==> run_1/ff_map.png <==
Drawn at 4 px/µm. Other sequential cells in the stronger grey, the rest of the logic in the fainter grey.
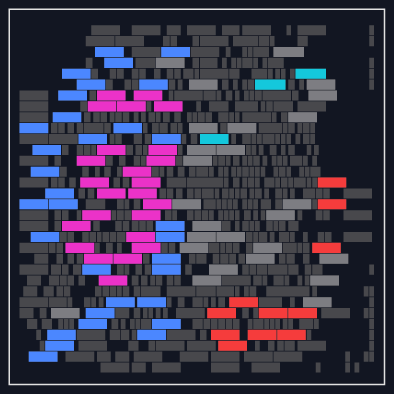
==> run_1/sizing.png <==
Drawn at 4 px/µm.
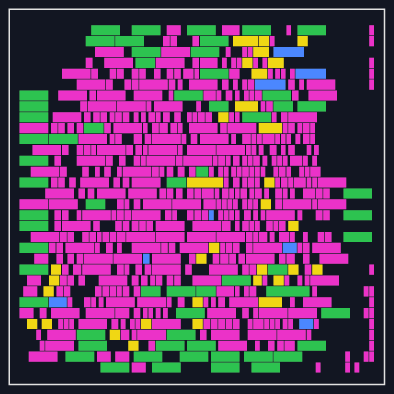
==> run_1/clock_nets.png <==
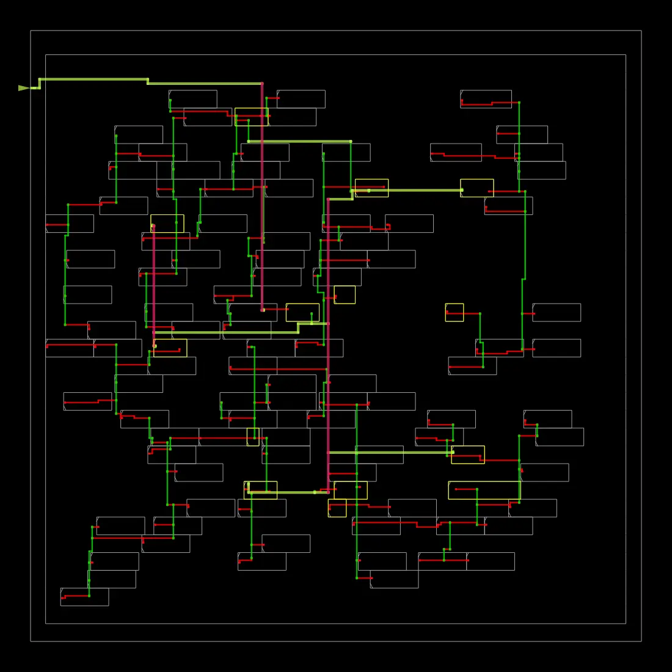
**config.mk**
```make
export PLATFORM = sky130hd
export DESIGN_NAME = atomrvcore_iccm_loader
export DESIGN_NICKNAME = d
export VERILOG_FILES = /design/src/rtl/atomrvcore_pkg.sv /design/src/rtl/atomrvcore_byte_packer.sv /design/src/rtl/atomrvcore_iccm_loader.sv
export SDC_FILE = /design/constraint.sdc
export NUM_CORES = 1
export LEC_CHECK = 0
export ABC_AREA = 1
export CAP_MARGIN = 15
export CORE_MARGIN = 2
export CORE_UTILIZATION = 51
export DETAILED_ROUTE_END_ITERATION = 10
export PLACE_DENSITY = 0.79
export SLEW_MARGIN = 20
export SYNTH_ARGS = -nofsm -noshare
export SYNTH_HDL_FRONTEND = slang
export SYNTH_SLANG_ARGS = --single-unit
```
**constraint.sdc**
```tcl
create_clock -name clk_i -period 2.1 [get_ports clk_i]
set_clock_uncertainty 0.2 [all_clocks]
set_input_delay 0.42 -clock clk_i [delete_from_list [all_inputs] [get_ports clk_i]]
set_output_delay 0.42 -clock clk_i [all_outputs]
set_load 0.1 [all_outputs]
```
**src/rtl/atomrvcore_pkg.sv**
```systemverilog
// ---------------------------------------------------------------------------
// atomrvcore_pkg
// Shared types and constants for the ICCM boot loader.
//   loader_state_e        : loader FSM states (HDR, DATA, CSUM, DONE, ERR)
//   LOADER_BYTES_PER_WORD : stream bytes that make one ICCM word
//   LOADER_WORD_BITS      : width of one assembled word
// ---------------------------------------------------------------------------
package atomrvcore_pkg;

  typedef enum logic [2:0] {
    HDR,
    DATA,
    CSUM,
    DONE,
    ERR
  } loader_state_e;

  localparam int LOADER_BYTES_PER_WORD = 4;
  localparam int LOADER_WORD_BITS      = 8 * LOADER_BYTES_PER_WORD;

endpackage

```
**src/rtl/atomrvcore_byte_packer.sv**
```systemverilog
// ---------------------------------------------------------------------------
// atomrvcore_byte_packer
// Collects accepted stream bytes little-endian into 32-bit words.
// Ports:
//   clk        in   clock, rising edge
//   rst        in   synchronous active-high reset, drops any partial word
//   data_byte  in   stream byte
//   accept     in   data_byte is transferred this cycle
//   word_valid out  one-cycle pulse: this cycle's byte completes a word
//   word       out  completed word (meaningful while word_valid = 1)
// ---------------------------------------------------------------------------
module atomrvcore_byte_packer
  import atomrvcore_pkg::*;
(
  input  logic                        clk,
  input  logic                        rst,
  input  logic [7:0]                  data_byte,
  input  logic                        accept,
  output logic                        word_valid,
  output logic [LOADER_WORD_BITS-1:0] word
);

  localparam int CNT_W = $clog2(LOADER_BYTES_PER_WORD);

  logic [LOADER_WORD_BITS-9:0] partial_q;
  logic [CNT_W-1:0]            cnt_q;

  // The word is completed combinationally from the three stored bytes and
  // the byte on the bus, so the loader can react in the same cycle the
  // last byte arrives.
  assign word       = {data_byte, partial_q};
  assign word_valid = accept && (cnt_q == CNT_W'(LOADER_BYTES_PER_WORD - 1));

  // Older bytes shift toward bit 0 so the first byte ends up lowest.
  // Stale bytes left after a completed word are overwritten before reuse.
  always_ff @(posedge clk) begin
    if (rst) begin
      partial_q <= '0;
      cnt_q     <= '0;
    end else if (accept) begin
      partial_q <= {data_byte, partial_q[LOADER_WORD_BITS-9:8]};
      cnt_q     <= cnt_q + CNT_W'(1);
    end
  end

endmodule

```
**src/rtl/atomrvcore_iccm_loader.sv**
```systemverilog
// ---------------------------------------------------------------------------
// atomrvcore_iccm_loader
// Boot loader: receives a byte stream (4-byte word count N, N data words,
// optional 4-byte checksum), writes the words into ICCM and then releases
// the core from reset.
// Optional feature macro: ATOMRVCORE_LOADER_CHECKSUM_EN enables the CSUM
// phase and the running word sum.
// Ports:
//   clk_i         in   clock
//   rst_i         in   synchronous active-high reset
//   byte_i        in   boot stream byte
//   byte_valid_i  in   byte_i valid
//   byte_ready_o  out  loader accepts a byte this cycle
//   IWR_EN_o      out  ICCM write strobe
//   address_o     out  ICCM byte address
//   DATA_o        out  ICCM write data
//   PCrst_o       out  1 holds PC and register file in reset
//   done_o        out  image loaded, core released
//   err_o         out  load aborted
// ---------------------------------------------------------------------------
module atomrvcore_iccm_loader
  import atomrvcore_pkg::*;
#(
  parameter int                   DATAWIDTH  = 32,
  parameter int                   ICCM_WORDS = 1024,
  parameter logic [DATAWIDTH-1:0] BASE_ADDR  = '0
) (
  input  logic                 clk_i,
  input  logic                 rst_i,
  input  logic [7:0]           byte_i,
  input  logic                 byte_valid_i,
  output logic                 byte_ready_o,
  output logic                 IWR_EN_o,
  output logic [DATAWIDTH-1:0] address_o,
  output logic [DATAWIDTH-1:0] DATA_o,
  output logic                 PCrst_o,
  output logic                 done_o,
  output logic                 err_o
);

  localparam int CW = $clog2(ICCM_WORDS) + 1;

  loader_state_e               state_q, state_d;
  logic                        accept;
  logic                        word_valid;
  logic [LOADER_WORD_BITS-1:0] word;
  logic [CW-1:0]               word_cnt_q;
  logic [CW-1:0]               word_total_q;
  logic                        iwr_q;
  logic [DATAWIDTH-1:0]        addr_q;
  logic [DATAWIDTH-1:0]        data_q;
  logic                        done_q;

`ifdef ATOMRVCORE_LOADER_CHECKSUM_EN
  logic [31:0]                 sum_q;
`endif

  assign accept = byte_valid_i && byte_ready_o;

  atomrvcore_byte_packer u_packer (
    .clk        (clk_i),
    .rst        (rst_i),
    .data_byte  (byte_i),
    .accept     (accept),
    .word_valid (word_valid),
    .word       (word)
  );

  // State register.
  always_ff @(posedge clk_i) begin
    if (rst_i) begin
      state_q <= HDR;
    end else begin
      state_q <= state_d;
    end
  end

  // Next state and flow control. DATA is left on the byte that completes
  // the last word; its write pulse is still issued by the datapath register
  // in the following cycle, so nothing is lost by leaving early.
  // Ready is masked while rst_i is high so no byte is taken across a reset.
  always_comb begin
    state_d      = state_q;
    byte_ready_o = 1'b0;
    err_o        = 1'b0;
    case (state_q)
      HDR: begin
        byte_ready_o = 1'b1;
        if (word_valid) begin
          if (word > LOADER_WORD_BITS'(ICCM_WORDS)) begin
            state_d = ERR;
          end else if (word == '0) begin
`ifdef ATOMRVCORE_LOADER_CHECKSUM_EN
            state_d = CSUM;
`else
            state_d = DONE;
`endif
          end else begin
            state_d = DATA;
          end
        end
      end
      DATA: begin
        byte_ready_o = 1'b1;
        if (word_valid && (word_cnt_q == word_total_q - CW'(1))) begin
`ifdef ATOMRVCORE_LOADER_CHECKSUM_EN
          state_d = CSUM;
`else
          state_d = DONE;
`endif
        end
      end
      CSUM: begin
        byte_ready_o = 1'b1;
`ifdef ATOMRVCORE_LOADER_CHECKSUM_EN
        if (word_valid) begin
          state_d = (word == sum_q) ? DONE : ERR;
        end
`endif
      end
      DONE: begin
      end
      ERR: begin
        err_o = 1'b1;
      end
      default: begin
        state_d = ERR;
      end
    endcase
    if (rst_i) begin
      byte_ready_o = 1'b0;
    end
  end

  // Write datapath. Address and data only move when a data word completes,
  // so they hold between pulses. done is registered from the DONE state,
  // which places the core release one cycle after the final write pulse.
  always_ff @(posedge clk_i) begin
    if (rst_i) begin
      word_cnt_q   <= '0;
      word_total_q <= '0;
      iwr_q        <= 1'b0;
      addr_q       <= BASE_ADDR;
      data_q       <= '0;
      done_q       <= 1'b0;
    end else begin
      iwr_q  <= 1'b0;
      done_q <= (state_q == DONE);
      if ((state_q == HDR) && word_valid) begin
        word_total_q <= word[CW-1:0];
      end
      if ((state_q == DATA) && word_valid) begin
        iwr_q      <= 1'b1;
        data_q     <= DATAWIDTH'(word);
        addr_q     <= BASE_ADDR + (DATAWIDTH'(word_cnt_q) << 2);
        word_cnt_q <= word_cnt_q + CW'(1);
      end
    end
  end

`ifdef ATOMRVCORE_LOADER_CHECKSUM_EN
  // Running 32-bit wrapping sum of the data words, ready well before the
  // four checksum bytes can have arrived.
  always_ff @(posedge clk_i) begin
    if (rst_i) begin
      sum_q <= '0;
    end else if ((state_q == DATA) && word_valid) begin
      sum_q <= sum_q + word;
    end
  end
`endif

  assign IWR_EN_o  = iwr_q;
  assign address_o = addr_q;
  assign DATA_o    = data_q;
  assign done_o    = done_q;
  assign PCrst_o   = ~done_q;

endmodule

```
==> changes_impl.md, run 1 <==
### Physical design

* Leakage at 2.24 nW
* Pre-antenna DRT Iters at 5
* Total track usage at 0.245
* Clock network power at 1.16 mW
* Routability cong. at 0.935
* CP max FO at 4
* Hold buffer count at CTS at 0
* Worst-path clk slew at 0.09 ns
* Total grt overflow at 0
* CP startpoint kind: flop
* Via count at 3847
* Total power at 3.54 mW
* Die Span X at 93.5 µm
* ANT nets after route at 0
* Final Hold Viols at 0
* Final non-filler cell total at 710
* Internal Power at 2.52 mW
* RSZ-0062 raised after global routing: yes
* Drt total wl at 10200 µm
* Synth async-reset ratio at 0
* Sw Share at 0.289
* DP Cell Count at 696
* Wl on met1 at 3970 µm
* Met2 Wirelength at 5210 µm
* Worst R2R Path Depth at 9
* Top Layer Used: met4
* Fill count at 576
* Worst path arrival time at 1.41 ns
* Quantity of I/O buffers inserted on ports at 58
* PwrDens at 641 nW/µm²
* Ys cells at 541
* Nets@finish at 619
* Site Rows at 32
* Num Clock Sinks at 96
* Setup CP Type: flop to output port
* Commonest register cell after synthesis: dfxtp_1
* Final setup viols at 0
* Via/cell ratio at 5.42
* First-pass GRT wire length at 17000 µm
* CTS root buf: clkbuf_8
* Fin crit period at 2.03 ns
* VDD IR max at 0.505 mV
* Grt peak-use layer: met2
* Max-cap violations at 0
* OpenROAD warning count at 27
* Achievable Freq at 492 MHz
* Top cell excl fill/tap: dfxtp_1
* Fin. max-slew vios at 0
* Synth flops at 96
* Status: completed
* # resized after CTS at 0
* Placed instance area at 5290 µm²
* Ys Warns at 0
* Top Layout Cells: dfxtp_1 (93), o21ai_0 (78), a21oi_1 (78), nand2_1 (64), inv_1 (56)
* Metal3 WL at 655 µm
* Initial DRC count at 211
* Start of the worst register-to-register path: state_q[2]
* H-tree level count at 3
* Post-synthesis cell type count at 31
* Diodes inserted at 0
* CTS tree: done
* MI comb area at 1800 µm²
* Setup crit end kind: output port
* Max power group: sequential cells
* Synthesized cell area at 4080 µm²
* Init Core Util at 0.528
* CTS max path bufs at 2
* Global Route met1 Usage at 0.286
* DR WL/cell at 14.4 µm
* Combinational share of power at 0.136
* Antenna violations before repair at 0
* Placed wire-length estimate at 7470 µm
* Worst Path Required at 1.48 ns
* Setup Buffers After CTS at 0
* Chip area at 8730 µm²
* Worst Hold Path Cells at 4
* Synth Seq Share at 0.471
* Num ports at 80
* M3 GR Usage at 0.0629
* Number of global-route vias before repair at 3708
* # DRC at 0
* Yosys chip area at 4080 µm²
* Number of enable flip-flop cells at 0
* R2r setup slk at 0.20 ns
* Core Footprint at 7730 µm²
* R2R Path End: word_cnt_q[8]
* Comb pwr at 0.479 mW
* Tcrit/Tclk final at 0.968
* Min-delay worst type: primary input to flop
* Clock network power share at 0.328
* Sw power at 1.02 mW
-- ff_map.png (at the start) --
- blue: DATA_o (sequential cells 32)
- magenta: u_packer.partial_q (sequential cells 24)
- cyan: state_q (sequential cells 3)
- red: address_o (sequential cells 11)
Post-Route Utilization: 0.714
flop share of the area: 0.349
sequential power: 1.90 mW
Reg area: 1930 µm²

-- sizing.png (at the start) --
- magenta: x1 and smaller (cells 507; share 83%; most used dfxtp_1)
- blue: x2 (cells 8; share 1.3%; most used dfxtp_2)
- green: x6 and larger (cells 61; share 10%; most used buf_12)
- yellow: x3 and x4 (cells 32; share 5.3%; most used buf_4)
Syn-to-layout area delta: 35.1%
worst setup margin: 0.0663 ns

-- clock_nets.png (at the start) --
Clock Latency Late Sink: 0.36 ns
clkbuf count: 9
num sequential: 96
clock buffer count from CTS: 9

==> run 1: registers in the layout (all words and copies together), names as in the netlist <==
signal / cells
state_q: 3
u_packer.cnt_q: 2
u_packer.partial_q: 24
IWR_EN_o: 1
address_o: 11
done_o: 1
word_cnt_q: 11
DATA_o: 32
word_total_q: 11
==> run 1: logic make-up after synthesis <==
logic type	after synthesis	share of synthesized area
AND/OR/NAND/NOR	167	0.185
AND-OR/OR-AND	161	0.200
buffers and inverters	106	0.120
flip-flops	96	0.471
XOR/XNOR	7	0.0150
adder cells (fa/ha/maj)	3	0.00920
other	1	0.000919
==> run 1: cells in the mapped netlist, drive strengths merged (2+ instances only) <==
cell type,n,area share
clkbuf,18,0.017
inv,59,0.055
nand3b,2,0.0037
buf,29,0.048
nor2,53,0.051
nor3,12,0.020
nand4,7,0.011
nand2,65,0.060
nand3,24,0.032
a21oi,78,0.096
o21ai,79,0.097
ha,3,0.0092
dfxtp,96,0.47
xnor2,4,0.0086
nor4,2,0.0031
xor2,3,0.0064
==> run 1: worst max path at each step <==
stage,slack (ns),cells past startpoint,startpoint,endpoint
3_5_place_dp,-0.32,10,rst_i,word_cnt_q[8]
5_1_grt,-0.005,11,word_total_q[3],state_q[0]
6_report,0.07,3,state_q[2],err_o
4_1_cts,0.07,10,rst_i,word_cnt_q[8]
2_1_floorplan,0.06,8,state_q[2],state_q[0]
3_3_place_gp,-0.17,11,rst_i,word_cnt_q[6]
==> run 1: final cells by class <==
cell class	instances	area share
flip-flops and latches	96	0.349
multi-input cells	359	0.326
repair buffers	80	0.227
inverters	59	0.0413
well taps	102	0.0231
clock buffers	9	0.0225
clock inverters	5	0.0107
==> run 1: critical path, stage by stage (launching register included) <==
cell	delay [ns]
dfxtp_1	0.49
inv_1	0.14
nor3_4	0.21
buf_12	0.21
==> run 1 -> run 2 <==
--- a/config.mk
+++ b/config.mk
@@ -10,7 +10,7 @@
 export CORE_MARGIN = 2
 export CORE_UTILIZATION = 51
 export DETAILED_ROUTE_END_ITERATION = 10
-export PLACE_DENSITY = 0.79
+export PLACE_DENSITY = 0.8
 export SLEW_MARGIN = 20
 export SYNTH_ARGS = -nofsm -noshare
 export SYNTH_HDL_FRONTEND = slang
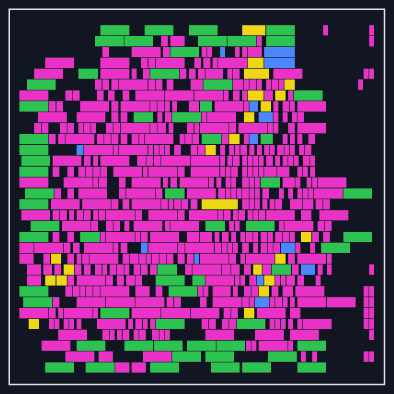
(run_2/sizing.png)
Drawn at 4 px/µm.
- magenta: x1 and smaller (cells 508; share 84%; most used dfxtp_1)
- blue: x2 (cells 13; share 2.1%; most used nor3_2)
- yellow: x3 and x4 (cells 22; share 3.6%; most used buf_4)
- green: x6 and larger (cells 62; share 10%; most used buf_12)
Design Area, Final: 5440 µm²
bufs w/o clock: 75
Syn-to-layout area delta: 33.3%
worst setup margin: 0.0651 ns

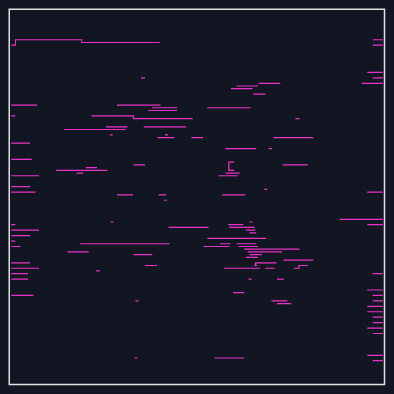
(run_2/m3.png)
Drawn at 4 px/µm.
- nets with wire on the layer: 81
- share of all routed wire: 5.4%
- longest straight run: 22.1 µm
- main direction: horizontal
via count: 3789
drt total wl: 9730 µm

==> run 2 against run 1 <==
Clock-buffer cell count grew 1. First-iteration DRC count increased by 26%. Sequential cell count unchanged. Sequential share of layout area grew 0.47 points. Largest cell class unchanged. Largest power group unchanged. Power fell by 2.5%. Register-to-register slack worse by 0.02 ns. Clock power fell by 7%. Design area shrank 1.4%.
==> changes_impl.md, run 2 <==
### Physical design

* Leakage at 2.18 nW
* Worst Path Required at 1.48 ns
* Tcrit/Tclk final at 0.969
* Placed wire-length estimate at 6800 µm
* Top Layout Cells: dfxtp_1 (94), o21ai_0 (78), a21oi_1 (78), nand2_1 (63), inv_1 (55)
* Core Footprint at 7730 µm²
* Achievable Freq at 491 MHz
* PwrDens at 634 nW/µm²
* Layout cell share with drive strength beyond 1 at 0.160
* Num Clock Sinks at 96
* CP bufs+invs at 3
* Antenna violations before repair at 0
* Smallest hold slack at 0.299 ns
* Number of flip-flops in the largest register at 32
* Largest net degree at the start of global routing at 75
* Site Rows at 32
* Wl on met1 at 3940 µm
* Leading area contributor after synthesis: dfxtp_1
* Total track usage at 0.235
* Worst path slowest cell: clkdlybuf4s50_1
* Crit path max-delay family: buffers and inverters
* Die Height at 93.5 µm
* CTS max path bufs at 2
* Setup crit end kind: output port
* Worst path arrival time at 1.41 ns
* Yosys chip area at 4080 µm²
* Synthesized area per cell at 7.54 µm²
* Final setup viols at 0
* Status: completed
* Clock Latency Late Sink at 0.36 ns
* Placed instance area at 5250 µm²
* Final Hold Viols at 0
* Init Core Util at 0.528
* H-tree level count at 3
* Quantity of I/O buffers inserted on ports at 58
* Synthesized cell area at 4080 µm²
* Synth Seq Share at 0.471
* Ys cells at 541
* Num ports at 80
* Crit path largest cell delay at 0.47 ns
* ANT nets after route at 0
* Synth cell count leaders: dfxtp_1 (96), a21oi_1 (78), o21ai_0 (78)
* Min-delay worst type: flop to flop
* DR WL/cell at 13.8 µm
* Diodes inserted at 0
* CP startpoint kind: primary input
* Final non-filler cell total at 707
* Pre-antenna DRT Iters at 4
* Setup Buffers After CTS at 0
* Setup CP Type: primary input to output port
* Fin. max-slew vios at 0
* Synth flops at 96
* Commonest register cell after synthesis: dfxtp_1
* # DRC at 0
* Top-count cell post-synth: dfxtp_1
* CTS tree: done
* First-pass GRT wire length at 16500 µm
* Max-cap violations at 0
* CP max FO at 3
* Nets@finish at 614
* Top Layer Used: met4
* Fin crit period at 2.03 ns
* Top cells, area: dfxtp_1 (47%), a21oi_1 (9.6%), o21ai_0 (9.6%)
* Met2 Wirelength at 4940 µm
* Routability cong. at 1.00
* CTS root buf: clkbuf_8
* Number of enable flip-flop cells at 0
* Chip area at 8730 µm²
* Die Span X at 93.5 µm
* Fill count at 557
* Number of global-route vias before repair at 3595
* Worst-path clk slew at 0.09 ns
* Synth async-reset ratio at 0
* Post-synthesis cell type count at 31
* VDD IR max at 0.462 mV
* Total grt overflow at 0
* DP Cell Count at 691
* Clock buffer count from CTS at 9
* Initial DRC count at 265
* Top cell excl fill/tap: dfxtp_1
* Total power at 3.45 mW
* OpenROAD warning count at 26
* Metal3 WL at 522 µm
* Ys Warns at 0
* Post-Route Utilization at 0.704
* Crit path cell chain: clkdlybuf4s50_1 > nor2_4 > nand2_1 > inv_2 > buf_12
* Via/cell ratio at 5.36
* Synth top area share at 0.471
## run 2: worst paths after layout
| check | start | to | slack [ns] | depth (start not counted) |
|---|---|---|---|---|
| setup reg to reg | state_q[0] | word_cnt_q[5] | 0.18 | 8 |
| hold reg to reg | u_packer.partial_q[12] | u_packer.partial_q[12] | 0.30 | 2 |
| hold / removal | u_packer.partial_q[12] | u_packer.partial_q[12] | 0.30 | 2 |
| setup / recovery | rst_i | byte_ready_o | 0.07 | 5 |
## run 2: what timing repair did
item                                    4_1_cts  5_1_grt
hold buffers                                  0        0
endpoints found under the setup margin        0        4
gates resized                                 0        7
hold endpoints to repair                      0        0
## run 2: layer usage
layer  vias up  track usage
li1       1855            -
met1      1746        0.280
met2       151        0.400
met3        37       0.0500
met4         0        0.112
met5         -            0
## run 2: worst min-delay path: stages, from the launching register on
cell and delay, ns:
dfxtp_1 0.33, inv_1 0.07, a21oi_1 0.06
## run 2: kinds of logic after synthesis
logic type | count (synthesis) | share of synthesized area
and+or+nand+nor | 167 | 0.185
AOI/OAI and AO/OA | 161 | 0.200
buffers and inverters | 106 | 0.120
DFF | 96 | 0.471
xor gates and xnor gates | 7 | 0.0150
adders and majority gates | 3 | 0.00920
other | 1 | 0.000919
## run 2: report_power, final
part / internal [mW] / switching, mW / total (mW)
sequential: 1.86 / 0.0301 / 1.89
clock: 0.438 / 0.641 / 1.08
combinational: 0.112 / 0.364 / 0.476
## run 2: area by class of cell
cell class | count | area [µm²] | area share
Tap cell | 102 | 128 | 0.0235
Clock inverter | 6 | 41.3 | 0.00759
Timing Repair Buffer | 75 | 1210 | 0.223
Sequential cell | 96 | 1920 | 0.354
Inverter | 59 | 228 | 0.0419
Clock buffer | 10 | 128 | 0.0235
Multi-Input combinational cell | 359 | 1780 | 0.327
==> run 2 -> run 3 <==
--- a/config.mk
+++ b/config.mk
@@ -9,6 +9,7 @@
 export CAP_MARGIN = 15
 export CORE_MARGIN = 2
 export CORE_UTILIZATION = 51
+export CTS_CLUSTER_SIZE = 10
 export DETAILED_ROUTE_END_ITERATION = 10
 export PLACE_DENSITY = 0.8
 export SLEW_MARGIN = 20
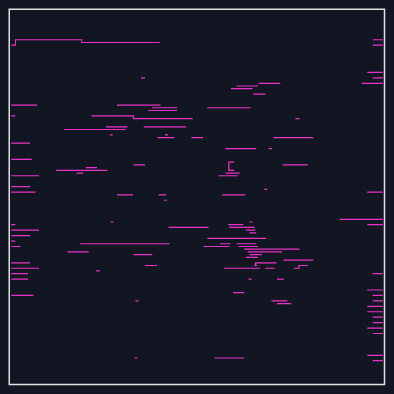
(run_3/m3.png)
Drawn at 4 px/µm.
- longest straight run: 22.1 µm
- main direction: horizontal
- wire length on this layer: 522 µm
- share of all routed wire: 5.4%
- nets with wire on the layer: 81
M3 GR Usage: 0.0500

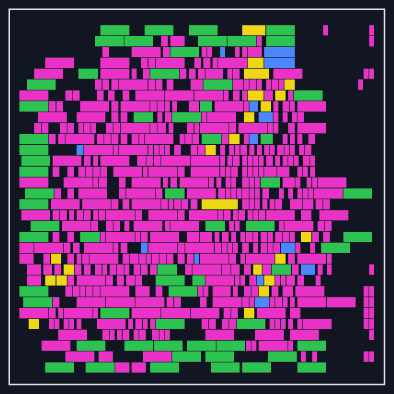
(run_3/sizing.png)
Drawn at 4 px/µm.
- green: x6 and larger (cells 62; share 10%; most used buf_12)
- magenta: x1 and smaller (cells 508; share 84%; most used dfxtp_1)
- blue: x2 (cells 13; share 2.1%; most used nor3_2)
- yellow: x3 and x4 (cells 22; share 3.6%; most used buf_4)

==> run 3 against run 2 <==
Power unchanged. Register-to-register slack about the same. Final cell count unchanged. Die size unchanged. Synthesized cell count unchanged. Combinational power about the same. Global-route usage unchanged. Design area unchanged. Clock-buffer cell count unchanged. Via count unchanged.
==> changes_impl.md, run 3 <==
### Physical design

* Quantity of I/O buffers inserted on ports at 58
* Via/cell ratio at 5.36
* Num Clock Sinks at 96
* Diodes inserted at 0
* Final non-filler cell total at 707
* Number of global-route vias before repair at 3595
* Ao+oa area frac at 0.200
* R2r setup slk at 0.18 ns
* Min-delay worst type: flop to flop
* Basic Gates by Area at 0.185
* Tcrit/Tclk final at 0.969
* Fin crit period at 2.03 ns
* CTS root buf: clkbuf_8
* DR WL/cell at 13.8 µm
* Top Layout Cells: dfxtp_1 (94), o21ai_0 (78), a21oi_1 (78), nand2_1 (63), inv_1 (55)
* Final Hold Viols at 0
* Nets@finish at 614
* CP max FO at 3
* Synthesized cell area at 4080 µm²
* Synth mux share at 0
* Top Layer Used: met4
* OpenROAD warning count at 26
* Worst path arrival time at 1.41 ns
* Fill count at 557
* Setup CP Type: primary input to output port
* Crit path largest cell delay at 0.47 ns
* Setup crit end kind: output port
* Worst setup margin at 0.0651 ns
* Total track usage at 0.235
* CTS max path bufs at 2
* PwrDens at 634 nW/µm²
* Leakage at 2.18 nW
* Reg area at 1920 µm²
* Leading area contributor after synthesis: dfxtp_1
* Num ports at 80
* Post-Route Utilization at 0.704
* Crit path max-delay family: buffers and inverters
* Worst Hold Path Cells at 2
* Fin. max-slew vios at 0
* Xor/xnor share at 0.0150
* Global Route met1 Usage at 0.280
* Drt total wl at 9730 µm
* Post-synthesis cell type count at 31
* Worst R2R Path Depth at 8
* Adders+Majority by Area at 0.00920
* Number of flip-flops in the largest register at 32
* ANT nets after route at 0
* R2R Path End: word_cnt_q[5]
* Via count at 3789
* Initial DRC count at 265
* Ys Warns at 0
* Endpoint, Worst Hold: u_packer.partial_q[12]
* Synth async-reset ratio at 0
* Start of the worst register-to-register path: state_q[0]
* Clock buffer count from CTS at 9
* Site Rows at 32
* Wl on met1 at 3940 µm
* Antenna violations before repair at 0
* Commonest register cell after synthesis: dfxtp_1
* Core Footprint at 7730 µm²
* Worst-path clk slew at 0.09 ns
* Syn-to-layout area delta at 33.3%
* Clock Latency Late Sink at 0.36 ns
* Top-count cell post-synth: dfxtp_1
* Status: completed
* Yosys chip area at 4080 µm²
* Achievable Freq at 491 MHz
* Chip area at 8730 µm²
* Init Core Util at 0.528
* # resized after CTS at 0
* CP startpoint kind: primary input
* Grt peak-use layer: met2
* Met2 Resource Use GR at 0.400
* Number of enable flip-flop cells at 0
* Worst path slowest cell: clkdlybuf4s50_1
* First-pass GRT wire length at 16500 µm
* Final setup viols at 0
* Worst Path Required at 1.48 ns
## run 3: cell counts after synthesis
Identical to the previous run, type by type.
## run 3: area by class of cell
class | count | area share
Clock buffer | 10 | 0.0235
Sequential cell | 96 | 0.354
Tap cell | 102 | 0.0235
Multi-Input combinational cell | 359 | 0.327
Clock inverter | 6 | 0.00759
Timing Repair Buffer | 75 | 0.223
Inverter | 59 | 0.0419
## run 3: cell families after synthesis
logic type	after synthesis
flip-flops	96
buffers and inverters	106
AND/OR/NAND/NOR	167
adder cells (fa/ha/maj)	3
AND-OR/OR-AND	161
other	1
XOR/XNOR	7
## run 3: report_power, final
group | switching [mW] | leakage (nW) | internal [mW]
Clock | 0.641 | 0.0912 | 0.438
Sequential | 0.0301 | 0.779 | 1.86
Combinational | 0.364 | 1.31 | 0.112
Total | 1.04 | 2.18 | 2.41
## run 3: per-stage QoR
| step | total power, mW | hold slack, ns | cell area (µm²) | TNS [ns] |
|---|---|---|---|---|
| floorplan | 2.32 | 0.248 | 4170 | 0 |
| global route | 3.59 | 0.315 | 5440 | -0.00824 |
| global placement | 2.39 | 0.260 | 5250 | -3.17 |
| CTS | 3.46 | 0.297 | 5420 | 0 |
| finish | 3.45 | 0.299 | 5440 | 0 |
| detailed placement | 2.40 | 0.281 | 5250 | -6.84 |
## run 3: worst max-delay path by stage
stage	from	to	slack, ns	cells after the start
6_report	rst_i	byte_ready_o	0.07	5
3_3_place_gp	rst_i	word_cnt_q[6]	-0.13	11
4_1_cts	rst_i	byte_ready_o	0.05	5
2_1_floorplan	state_q[2]	state_q[0]	0.06	8
5_1_grt	rst_i	byte_ready_o	-0.008	5
3_5_place_dp	rst_i	word_cnt_q[4]	-0.22	10
Power figures rest on the tool's default switching activity, not on a simulated workload.
